<file path="src/rtl/bka_modadd_pipe.sv">
// Pipelined Brent-Kung adder/subtractor with optional reduction modulo Q.
// Ranks: operand capture, G/P, prefix sum, correction/select.
module bka_modadd_pipe #(
    parameter int WIDTH = 16,
    parameter int Q     = 12289,
    parameter int TAG_W = 8
) (
    input  logic             clk_i,
    input  logic             rst_i,
    input  logic             in_valid_i,
    output logic             in_ready_o,
    input  logic [WIDTH-1:0] a_i,
    input  logic [WIDTH-1:0] b_i,
    input  logic             c_i,
    input  logic [1:0]       op_i,
    input  logic [TAG_W-1:0] tag_i,
    output logic             out_valid_o,
    input  logic             out_ready_i,
    output logic [WIDTH-1:0] s_o,
    output logic             c_o,
    output logic [TAG_W-1:0] tag_o
);
    localparam int LOG_W = $clog2(WIDTH);
    localparam logic [WIDTH-1:0] Q_V     = WIDTH'(Q);
    localparam logic [WIDTH-1:0] NEG_Q_V = ~Q_V + {{(WIDTH-1){1'b0}}, 1'b1};

    // Brent-Kung prefix adder; carry-in is folded into the bit-0 generate.
    function automatic logic [WIDTH:0] bk_add(
        input logic [WIDTH-1:0] g_in,
        input logic [WIDTH-1:0] p_in,
        input logic             cin
    );
        logic [WIDTH-1:0] g;
        logic [WIDTH-1:0] p;
        logic [WIDTH:0]   carry;
        g    = g_in;
        p    = p_in;
        g[0] = g_in[0] | (p_in[0] & cin);
        for (int l = 0; l < LOG_W; l++) begin
            for (int i = (2 << l) - 1; i < WIDTH; i += (2 << l)) begin
                g[i] = g[i] | (p[i] & g[i - (1 << l)]);
                p[i] = p[i] & p[i - (1 << l)];
            end
        end
        for (int l = LOG_W - 2; l >= 0; l--) begin
            for (int i = (3 << l) - 1; i < WIDTH; i += (2 << l)) begin
                g[i] = g[i] | (p[i] & g[i - (1 << l)]);
            end
        end
        carry[0]       = cin;
        carry[WIDTH:1] = g;
        return {carry[WIDTH], p_in ^ carry[WIDTH-1:0]};
    endfunction

    logic             en_s;
    logic [WIDTH-1:0] b_eff_s;
    logic             cin_s;

    logic             v0_r, v1_r, v2_r;
    logic [WIDTH-1:0] a0_r, be0_r;
    logic             cin0_r, cin1_r;
    logic [1:0]       op0_r, op1_r, op2_r;
    logic [TAG_W-1:0] tag0_r, tag1_r, tag2_r;
    logic [WIDTH-1:0] g1_r, p1_r;
    logic [WIDTH-1:0] r1_r;
    logic             k1_r;

    logic [WIDTH:0]   sum1_s;
    logic [WIDTH-1:0] corr_s;
    logic [WIDTH:0]   sum2_s;
    logic [WIDTH-1:0] res_s;
    logic             res_c_s;

    // The whole pipe advances together, only blocked by an unaccepted result.
    assign en_s       = ~out_valid_o | out_ready_i;
    assign in_ready_o = en_s;

    // Operand conditioning: subtraction uses ~b with a forced carry-in of 1.
    always_comb begin
        b_eff_s = b_i;
        cin_s   = 1'b0;
        case (op_i)
            2'd0: begin
                b_eff_s = b_i;
                cin_s   = c_i;
            end
            2'd1, 2'd3: begin
                b_eff_s = ~b_i;
                cin_s   = 1'b1;
            end
            2'd2: begin
                b_eff_s = b_i;
                cin_s   = 1'b0;
            end
            default: begin
                b_eff_s = b_i;
                cin_s   = 1'b0;
            end
        endcase
    end

    // Rank 0: capture conditioned operands on acceptance.
    always_ff @(posedge clk_i or posedge rst_i) begin
        if (rst_i) begin
            v0_r   <= 1'b0;
            a0_r   <= {WIDTH{1'b0}};
            be0_r  <= {WIDTH{1'b0}};
            cin0_r <= 1'b0;
            op0_r  <= 2'd0;
            tag0_r <= {TAG_W{1'b0}};
        end else if (en_s) begin
            v0_r   <= in_valid_i;
            a0_r   <= a_i;
            be0_r  <= b_eff_s;
            cin0_r <= cin_s;
            op0_r  <= op_i;
            tag0_r <= tag_i;
        end
    end

    // Rank 1: bitwise generate/propagate.
    always_ff @(posedge clk_i or posedge rst_i) begin
        if (rst_i) begin
            v1_r   <= 1'b0;
            g1_r   <= {WIDTH{1'b0}};
            p1_r   <= {WIDTH{1'b0}};
            cin1_r <= 1'b0;
            op1_r  <= 2'd0;
            tag1_r <= {TAG_W{1'b0}};
        end else if (en_s) begin
            v1_r   <= v0_r;
            g1_r   <= a0_r & be0_r;
            p1_r   <= a0_r ^ be0_r;
            cin1_r <= cin0_r;
            op1_r  <= op0_r;
            tag1_r <= tag0_r;
        end
    end

    assign sum1_s = bk_add(g1_r, p1_r, cin1_r);

    // Rank 2: primary sum and carry.
    always_ff @(posedge clk_i or posedge rst_i) begin
        if (rst_i) begin
            v2_r   <= 1'b0;
            r1_r   <= {WIDTH{1'b0}};
            k1_r   <= 1'b0;
            op2_r  <= 2'd0;
            tag2_r <= {TAG_W{1'b0}};
        end else if (en_s) begin
            v2_r   <= v1_r;
            r1_r   <= sum1_s[WIDTH-1:0];
            k1_r   <= sum1_s[WIDTH];
            op2_r  <= op1_r;
            tag2_r <= tag1_r;
        end
    end

    // Correction add and result select; k1|k2 flags a true sum >= Q.
    always_comb begin
        corr_s  = {WIDTH{1'b0}};
        res_s   = r1_r;
        res_c_s = k1_r;
        case (op2_r)
            2'd2:    corr_s = NEG_Q_V;
            2'd3:    corr_s = Q_V;
            default: corr_s = {WIDTH{1'b0}};
        endcase
        sum2_s = bk_add(r1_r & corr_s, r1_r ^ corr_s, 1'b0);
        case (op2_r)
            2'd0, 2'd1: begin
                res_s   = r1_r;
                res_c_s = k1_r;
            end
            2'd2: begin
                res_s   = (k1_r | sum2_s[WIDTH]) ? sum2_s[WIDTH-1:0] : r1_r;
                res_c_s = 1'b0;
            end
            2'd3: begin
                res_s   = k1_r ? r1_r : sum2_s[WIDTH-1:0];
                res_c_s = 1'b0;
            end
            default: begin
                res_s   = r1_r;
                res_c_s = k1_r;
            end
        endcase
    end

    // Rank 3: registered outputs, held while downstream stalls.
    always_ff @(posedge clk_i or posedge rst_i) begin
        if (rst_i) begin
            out_valid_o <= 1'b0;
            s_o         <= {WIDTH{1'b0}};
            c_o         <= 1'b0;
            tag_o       <= {TAG_W{1'b0}};
        end else if (en_s) begin
            out_valid_o <= v2_r;
            s_o         <= res_s;
            c_o         <= res_c_s;
            tag_o       <= tag2_r;
        end
    end
endmodule

</file>
<file path="config.mk">
export PLATFORM = sky130hd
export DESIGN_NAME = bka_modadd_pipe
export DESIGN_NICKNAME = d
export VERILOG_FILES = /design/src/rtl/bka_modadd_pipe.sv
export SDC_FILE = /design/constraint.sdc
export NUM_CORES = 1
export LEC_CHECK = 0
export CELL_PAD_IN_SITES_DETAIL_PLACEMENT = 0
export CELL_PAD_IN_SITES_GLOBAL_PLACEMENT = 1
export CORE_MARGIN = 2
export CORE_UTILIZATION = 45
export DETAILED_ROUTE_END_ITERATION = 8
export PLACE_DENSITY_LB_ADDON = 0.15
export SLEW_MARGIN = 25
export SYNTH_ARGS = -nofsm -noshare
export SYNTH_HDL_FRONTEND = slang
export SYNTH_SLANG_ARGS = --single-unit
export TNS_END_PERCENT = 5
</file>
<file path="constraint.sdc">
create_clock -name clk_i -period 11.55 [get_ports clk_i]
set_input_delay 1.7325 -clock clk_i [delete_from_list [all_inputs] [get_ports clk_i]]
set_output_delay 1.7325 -clock clk_i [all_outputs]
set_load 0.005 [all_outputs]
</file>
I/O pins on the die edge:
(3 px per um) Pins as bars across the die edge, other pins in grey.
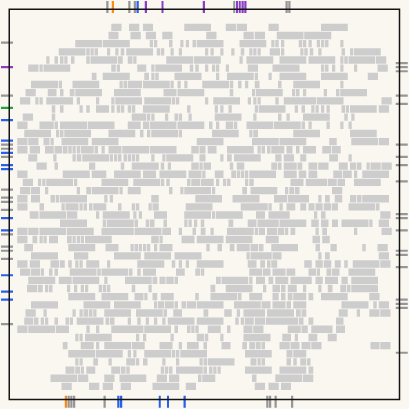
blue -> a_i  # pins 16, direction input, edge 10 left, 5 bottom, 1 top
orange -> op_i  # pins 2, direction input, edge 1 bottom, 1 top
green -> in_valid_i  # pins 1, direction input, edge left
purple -> tag_i  # pins 8, direction input, edge 7 top, 1 left
all pins by edge = 26 left, 19 right, 15 top, 14 bottom
horizontal extent of the die: 130 um
overall die height: 130 um
IO buf count: 73

==> flow_summary.toml <==
# physical design summary
[yosys]
synth_area_mm2 = 0.00709
synth.top_cell.area_share_pct = 50.1
mappedNetlistNets = 877
yosys_cells = 782
postSynthAreaPerCell_um2 = 9.07
ys_async_sr_fraction_pct = 100
top_cell = "sky130_fd_sc_hd__nand2_1"
post_synth_most_frequent_cells = "sky130_fd_sc_hd__nand2_1, sky130_fd_sc_hd__dfrtp_1, sky130_fd_sc_hd__o21ai_0"
yosys_warnings = 0

[critical_path]
cp_slowest_cell = "sky130_fd_sc_hd__clkdlybuf4s50_1"
max_stage_delay_ps = 630
kind_of_end_point_of_the_critical_path = "output port"
critical_path.cell_chain = "clkdlybuf4s50_1 > nor2b_4 > buf_4 > inv_4 > clkdlybuf4s50_1"
reg2reg_depth = 13
rrSetupSlack_ps = 6850

[grt]
globalRoute.busiestLayer = "met2"
grt_util_met3_pct = 3.88
global_route.usage.total_pct = 18.5
grt_pass1_wl_um = 24600

[cells_and_area]
layout_top_cell_excl_fill_tap = "sky130_fd_sc_hd__nand2_1"
logic_area_mm2 = 0.00328
layout.cell_area.non_filler_mm2 = 0.00856
nFillCells = 1410
final_cells = 1060
layout.cells.most_common_list = "sky130_fd_sc_hd__nand2_1, sky130_fd_sc_hd__dfrtp_1, sky130_fd_sc_hd__clkdlybuf4s50_1"
antenna_diode_count = 0

[routing]
firstDrtPassIters = 5
drt.antenna.violating_nets = 0
totalWireLength_um = 14100
route.vias.total = 5296
detail_route.vias_per_cell = 5.00
drt_iter0_drc = 341

[floorplan]
floorplan_stage_core_utilization_pct = 46.3
die_area_mm2 = 0.0168

[run]
max_cap_violations = 0

[placed_design]
dp_hpwl_um = 9250
pre_cts_ws_ps = 5930

[status]
status = "finished clean"

[power]
static-leakage-power_nw = 4.10
power_density_mw_per_mm2 = 290
ir_drop_uv = 129
fin_total_pwr_mw = 2.48

[clock_network]
clock_tree_from_tritoncts = "yes"
path_clk_slew_ps = 60
clock_tree.buffer_depth = 2

[timing]
final.min_clock_period_ps = 5580
rsz0062_at_grt = "no"
worst_slew_pin_slew_ps = 966
slew_violations = 0
The clock network:
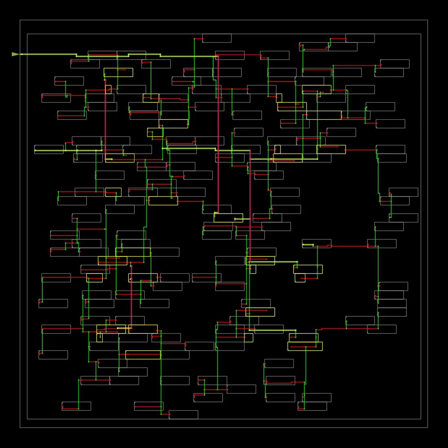
clock sink total: 142
clock network power consumption: 0.586 mW
final sequential cell count: 142

worst max path at each step:
| stage | from | to | slack [ps] |
|---|---|---|---|
| 5_1_grt | out_ready_i | in_ready_o | 5780 |
| 2_1_floorplan | rst_i | a0_r[0] | 6010 |
| 6_report | out_ready_i | in_ready_o | 5970 |
| 4_1_cts | out_ready_i | in_ready_o | 5920 |
| 3_5_place_dp | out_ready_i | in_ready_o | 5930 |
| 3_3_place_gp | out_ready_i | in_ready_o | 5930 |
per-layer routing:
metal	vias up	share of wire [%]
met5	-	0
met4	0	0.97
met3	13	3.2
met2	100	46
met1	2492	49
li1	2691	-
registers in the layout (all words and copies together), names as in the netlist, 2 cells and up:
signal and flops:
a0_r 16, be0_r 16, g1_r 16, op0_r 2, op1_r 2, op2_r 2
p1_r 16, r1_r 16, s_o 16, tag0_r 8, tag1_r 8, tag2_r 8
tag_o 8
critical path, delay by kind of cell:
kind | cells | cell delay (ps)
buf+inv | 4 | 2030
simple gates | 1 | 50
report_power, final:
part	switching (mW)	total, mW	internal, mW
Clock	0.203	0.586	0.383
Combinational	0.566	1.03	0.460
Sequential	0.160	0.872	0.712
area by class of cell:
type | instances | share of cell area (%)
tap | 211 | 3.09
timing repair buffer | 77 | 8.88
inverter | 12 | 0.614
clock buffer | 21 | 5.62
multi-input combinational | 586 | 38.4
sequential | 142 | 41.5
clock inverter | 11 | 1.89
cells by family (layout without fill, tap and decap cells):
kind of cell	count (synthesis)	after routing	synth area share, %
and+or+nand+nor	378	378	21.2
DFF	142	142	50.1
AOI/OAI and AO/OA	123	123	11.0
buffers and inverters	54	121	3.70
adders and majority gates	48	48	9.31
xor gates and xnor gates	30	30	3.70
muxes	7	7	0.988
Power figures rest on the tool's default switching activity, not on a simulated workload.
